File: src/rtl/raven_pkg.sv
// Shared types for the PE row: per-PE operation select and scheduler states.
package raven_pkg;

  typedef enum logic [1:0] {
    GEMM = 2'b00,
    DIV  = 2'b01,
    EXP  = 2'b10,
    LOG  = 2'b11
  } gemm_uno_e;

  typedef enum logic [2:0] {
    IDLE,
    LOAD,
    STREAM,
    DRAIN,
    DONE
  } sched_state_e;

endpackage

File: src/rtl/pe_op_sched_vld_delay.sv
// Valid tracker mirroring the PE row pipeline: DEPTH-cycle 1-bit delay with sync clear.
module vld_delay #(
  parameter int unsigned DEPTH = 4
) (
  input  logic clk,
  input  logic clear,
  input  logic d,
  output logic q,
  output logic any_vld
);

  logic [DEPTH-1:0] sr;
  logic [DEPTH:0]   chain;

  assign chain = {sr, d};

  always_ff @(posedge clk) begin
    if (clear) sr <= '0;
    else       sr <= chain[DEPTH-1:0];
  end

  assign q = sr[DEPTH-1];
  // High while any valid will still be inside the pipe after the coming edge.
  assign any_vld = |chain[DEPTH-1:0];

endmodule

File: src/rtl/pe_op_sched.sv
// Operation scheduler for one PE row: weight preload, operand streaming, result drain.
module pe_op_sched
  import raven_pkg::*;
#(
  parameter int unsigned PE_NUM   = 4,
  parameter int unsigned LEN_BW   = 16,
  parameter int unsigned PIPE_LAT = 4
) (
  input  logic              clk,
  input  logic              rst,
  input  logic              cmd_valid_i,
  output logic              cmd_ready_o,
  input  logic [1:0]        cmd_op_i,
  input  logic [LEN_BW-1:0] cmd_len_i,
  input  logic              in_empty_i,
  output logic              in_rd_o,
  output logic              w_shift_o,
  output logic [1:0]        gemm_uno_o,
  output logic              out_vld_o,
  output logic              busy_o,
  output logic              done_o
);

  localparam int unsigned LD_BW = $clog2(PE_NUM + 1);

  sched_state_e      state, state_d;
  logic [LEN_BW-1:0] len_q;
  logic [LEN_BW-1:0] rd_cnt;
  logic [LD_BW-1:0]  ld_cnt;
  logic              accept;
  logic              last_rd;
  logic              ld_last;
  logic              pipe_busy;

  assign accept  = cmd_valid_i & cmd_ready_o;
  assign in_rd_o = (state == STREAM) & ~in_empty_i;
  assign last_rd = in_rd_o & ((rd_cnt + LEN_BW'(1)) == len_q);
  assign ld_last = (ld_cnt == LD_BW'(PE_NUM - 1));

  always_comb begin
    state_d = state;
    case (state)
      IDLE: begin
        if (accept) begin
          if (cmd_len_i == '0)            state_d = DONE;
          else if (cmd_op_i == 2'(GEMM))  state_d = LOAD;
          else                            state_d = STREAM;
        end
      end
      LOAD:    if (ld_last)    state_d = STREAM;
      STREAM:  if (last_rd)    state_d = DRAIN;
      DRAIN:   if (!pipe_busy) state_d = DONE;
      DONE:    state_d = IDLE;
      default: state_d = IDLE;
    endcase
  end

  // State, counters and outputs decoded from the state being entered.
  always_ff @(posedge clk) begin
    if (rst) begin
      state       <= IDLE;
      len_q       <= '0;
      rd_cnt      <= '0;
      ld_cnt      <= '0;
      gemm_uno_o  <= 2'(GEMM);
      cmd_ready_o <= 1'b1;
      w_shift_o   <= 1'b0;
      busy_o      <= 1'b0;
      done_o      <= 1'b0;
    end else begin
      state       <= state_d;
      cmd_ready_o <= (state_d == IDLE);
      w_shift_o   <= (state_d == LOAD);
      busy_o      <= (state_d != IDLE);
      done_o      <= (state_d == DONE);
      if (accept) begin
        gemm_uno_o <= cmd_op_i;
        len_q      <= cmd_len_i;
        rd_cnt     <= '0;
        ld_cnt     <= '0;
      end else begin
        if (state == LOAD) ld_cnt <= ld_cnt + LD_BW'(1);
        if (in_rd_o)       rd_cnt <= rd_cnt + LEN_BW'(1);
      end
    end
  end

  vld_delay #(
    .DEPTH (PIPE_LAT)
  ) u_vld_delay (
    .clk     (clk),
    .clear   (rst),
    .d       (in_rd_o),
    .q       (out_vld_o),
    .any_vld (pipe_busy)
  );

endmodule

File: config.mk
export PLATFORM = sky130hd
export DESIGN_NAME = pe_op_sched
export DESIGN_NICKNAME = d
export VERILOG_FILES = /design/src/rtl/raven_pkg.sv /design/src/rtl/pe_op_sched_vld_delay.sv /design/src/rtl/pe_op_sched.sv
export SDC_FILE = /design/constraint.sdc
export NUM_CORES = 1
export LEC_CHECK = 0
export ABC_AREA = 1
export CORE_ASPECT_RATIO = 0.75
export CORE_MARGIN = 2
export CORE_UTILIZATION = 35
export CTS_CLUSTER_DIAMETER = 80
export DETAILED_ROUTE_END_ITERATION = 12
export GPL_TIMING_DRIVEN = 0
export PLACE_DENSITY = 0.53
export SETUP_SLACK_MARGIN = 0.15
export SLEW_MARGIN = 20
export SYNTH_ARGS = -nofsm -noshare
export SYNTH_HDL_FRONTEND = slang
export SYNTH_HIERARCHICAL = 1
export SYNTH_SLANG_ARGS = --single-unit
File: constraint.sdc
create_clock -name clk -period 1.7 [get_ports clk]
set_clock_uncertainty 0.15 [all_clocks]
set_input_delay 0.34 -clock clk [delete_from_list [all_inputs] [get_ports clk]]
set_output_delay 0.34 -clock clk [all_outputs]
set_load 0.005 [all_outputs]
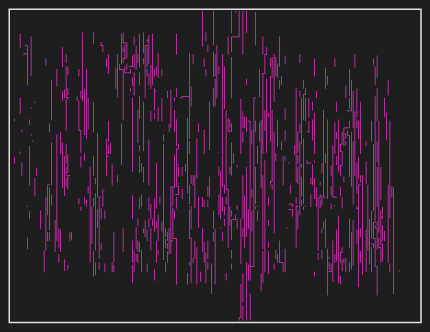
(images/layer_met2.png)
Drawn at 4 px/um.
longest straight run = 42.1 um
share of all routed wire = 43%
wire length on this layer = 3060 um
main direction = vertical

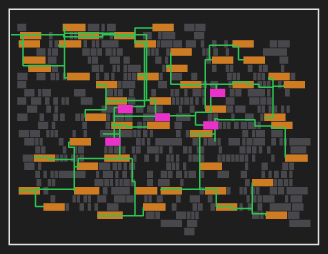
(images/clk_routes.png)
Drawn at 3 px/um.
clock wires -> green  # length 687 um
clock drivers -> magenta  # count 5
flip-flops -> orange  # count 48
routed clock nets = 6
flops lie = widely spread
clock-net power: 0.000873 W
Clock Latency Late Sink: 0.30 ns
Clk network pwr share: 0.317

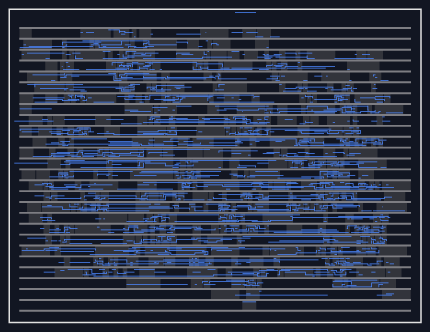
(images/layer_met1.png)
Drawn at 4 px/um. Supply wires on this layer in gray.
longest straight run = 41.9 um
main direction = horizontal
nets with wire on the layer = 430
share of all routed wire = 52%
met1 Resource Use GR: 0.294
Total Wirelength: 7180 um
total number of vias: 2549

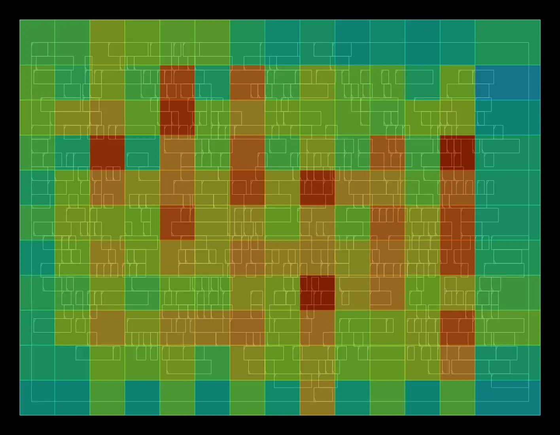
(images/congestion.png)
busiest grt layer: met1
routed len/inst: 13.3 um

==> results.py <==
# Generated from Yosys and OpenROAD reports
metrics = {
    "layout": {
        "drive_gt1_frac": 0.244,
        "reg_top3": "len_q: 16 flops, rd_cnt: 16 flops, u_vld_delay/sr: 4 flops",
        "post-route-util": 0.515,
        "mostFrequentLayoutCell": "nand2_1",
        "nets": 467,
        "fill_cells": 707,
        "area_growth_syn_to_layout_pct": 39.9,
        "finish.instance_area_um2": 3570,
        "ff_latch_area_um2": 986,
        "mostFrequentLayoutCells": "nand2_1, inv_1, nor2_1",
        "fin_cells": 541,
        "mi_logic_area_um2": 1510,
        "num_antenna_cells": 0,
    },
    "routing": {
        "wl_met3_um": 343,
        "drtPass1Iterations": 4,
        "drtAntennaViolNets": 0,
        "vias_per_cell": 4.71,
        "top_layer_used": "met4",
        "drt_iter0_markers": 116,
        "met2_length_um": 3060,
        "wl_met1_um": 3730,
        "drc_errors": 0,
    },
    "final_timing": {
        "rsz0062_at_grt": "true",
        "relSlewSlack": 0.778,
        "setup_ws_ns": -0.282,
        "setup_viol": 5,
        "drv_slew": 0,
        "tightest_slew_ns": 0.329,
        "timing.final.hold_violations": 0,
        "period_used_share": 1.17,
        "timing.hold.ws_ns": 0.257,
        "maxClockFrequency_mhz": 504,
        "layout_min_cycle_time_ns": 1.98,
        "fin_tns_setup_ns": -1.01,
    },
    "global_routing": {
        "grt_start_max_net_pins": 17,
        "antenna_found_initial": 0,
        "grt_pass1_vias": 2369,
        "grt_util_met3": 0.0306,
        "track_usage": 0.191,
        "grt-ovfl-total": 0,
        "grt_pass1_wl_um": 11700,
        "use_met2": 0.277,
    },
    "cts": {
        "root_buffer": "clkbuf_8",
        "cts_max_level": 2,
        "cts_buffers": 5,
        "cts.sinks": 48,
        "post_cts_buffers": 8,
        "clk_pin_slew_worst_paths_ns": 0.10,
        "clockBufferDepth": 2,
        "cts_tree": "done",
        "postCtsHoldBufs": 0,
        "cts_resized": 64,
    },
    "worst_setup_path": {
        "path_delay_family": "simple AND/OR/NAND/NOR gates",
        "slowest_stage": "dfxtp_4",
        "r2r_cells": 12,
        "crit_fanout": 6,
        "cp-end-kind": "register",
        "crit_buf_inv": 1,
        "worstPathArrival_ns": 2.09,
        "critical_path_class": "reg -> reg",
        "worstReg2RegEnd": "busy_o",
        "worst-path-stages": 12,
        "rr_startpoint": "rd_cnt[1]",
        "required_ns": 1.81,
        "reg2reg_slack_ns": -0.28,
        "critPathMaxStageDelay_ns": 0.39,
        "path_cells": "ha_4, nand2_4, nor2_4, buf_12, nand2_8, nor2_4, xnor3_1, nor2_1, nand3_1, nand2_2, nand2_2, nand2_1",
        "cp-start-kind": "register",
    },
    "synth": {
        "ys_seq_elements": 48,
        "mux_share": 0,
        "synth_warnings": 6,
        "syn_inst": 390,
        "yosys-top-cells-count": "nand2_1, inv_1, nor2_1",
        "top_area_cell": "dfxtp_1",
        "syn_nets": 415,
        "synthDistinctLibCells": 29,
        "async_reset_ff_frac": 0,
        "ys_cells": 390,
        "syn_avg_cell_area_um2": 6.54,
        "adder_share": 0.0147,
        "synthTopCellsByArea": "dfxtp_1, nand2_1, inv_1",
        "syn-cell-area_um2": 2550,
        "edf_count": 0,
        "xor_share": 0.0123,
        "yosys_area_um2": 2550,
        "yosysTopAreaCellShare": 0.377,
        "compound_area_frac": 0.149,
        "synthTopLogicFamily": "simple AND/OR/NAND/NOR gates",
        "synth_top_flop_cell": "dfxtp_1",
        "yosysMostFrequentCell": "nand2_1",
        "synth-simple-area-share": 0.337,
        "ys_seq_frac": 0.377,
    },
    "worst_hold_path": {
        "worstHoldStart": "rst",
        "hold_class": "in -> reg",
        "whs_endpoint": "u_vld_delay/sr[3]",
        "whs_path_depth": 2,
    },
    "power": {
        "total_power_w": 0.00276,
        "vdd.ir_drop.worst_v": 0.000435,
        "leakagePower_nw": 1.56,
        "power_density_nw_per_um2": 773,
    },
    "floorplan": {
        "die_area_um2": 7990,
        "rows": 26,
        "fp.dieW_um": 103,
        "fp_util": 0.368,
        "ios": 30,
        "core_area_um2": 6930,
        "die_y_um": 77.9,
    },
    "placement": {
        "hpwl_um": 5100,
        "dp_slack_ns": -0.702,
        "dp_cells": 517,
        "portBuffers": 29,
        "dpl_cell_area_um2": 2990,
        "gp_congestion": 0.891,
    },
    "flow_run": {
        "cap_violations": 0,
        "warning_count": 29,
    },
    "outcome": {
        "status": "finished, violations left",
        "violations": "setup timing",
    },
}
==> power breakdown <==
part,total (W),switching [W],leakage (nW),internal [W]
clock network,0.000873,0.000429,0.0548,0.000444
registers,0.00128,0.0000628,0.399,0.00121
logic,0.000610,0.000333,1.11,0.000276
==> worst max path at each step <==
stage	from	to	slack, ns
final	rd_cnt[1]	busy_o	-0.28
after global routing	rd_cnt[0]	busy_o	-0.41
after CTS	rd_cnt[1]	busy_o	-0.29
after detailed placement	in_empty_i	in_rd_o	-0.70
after global placement	in_empty_i	in_rd_o	-0.68
after floorplan	rd_cnt[0]	busy_o	0.03
==> cell type report <==
class,count,area share
multi-input cells,269,0.423
flip-flops and latches,48,0.276
repair buffers,45,0.136
inverters,63,0.0687
well taps,98,0.0344
plain buffers,10,0.0288
clock buffers,5,0.0193
clock inverters,3,0.0130
Power and IR drop assume default switching activity.
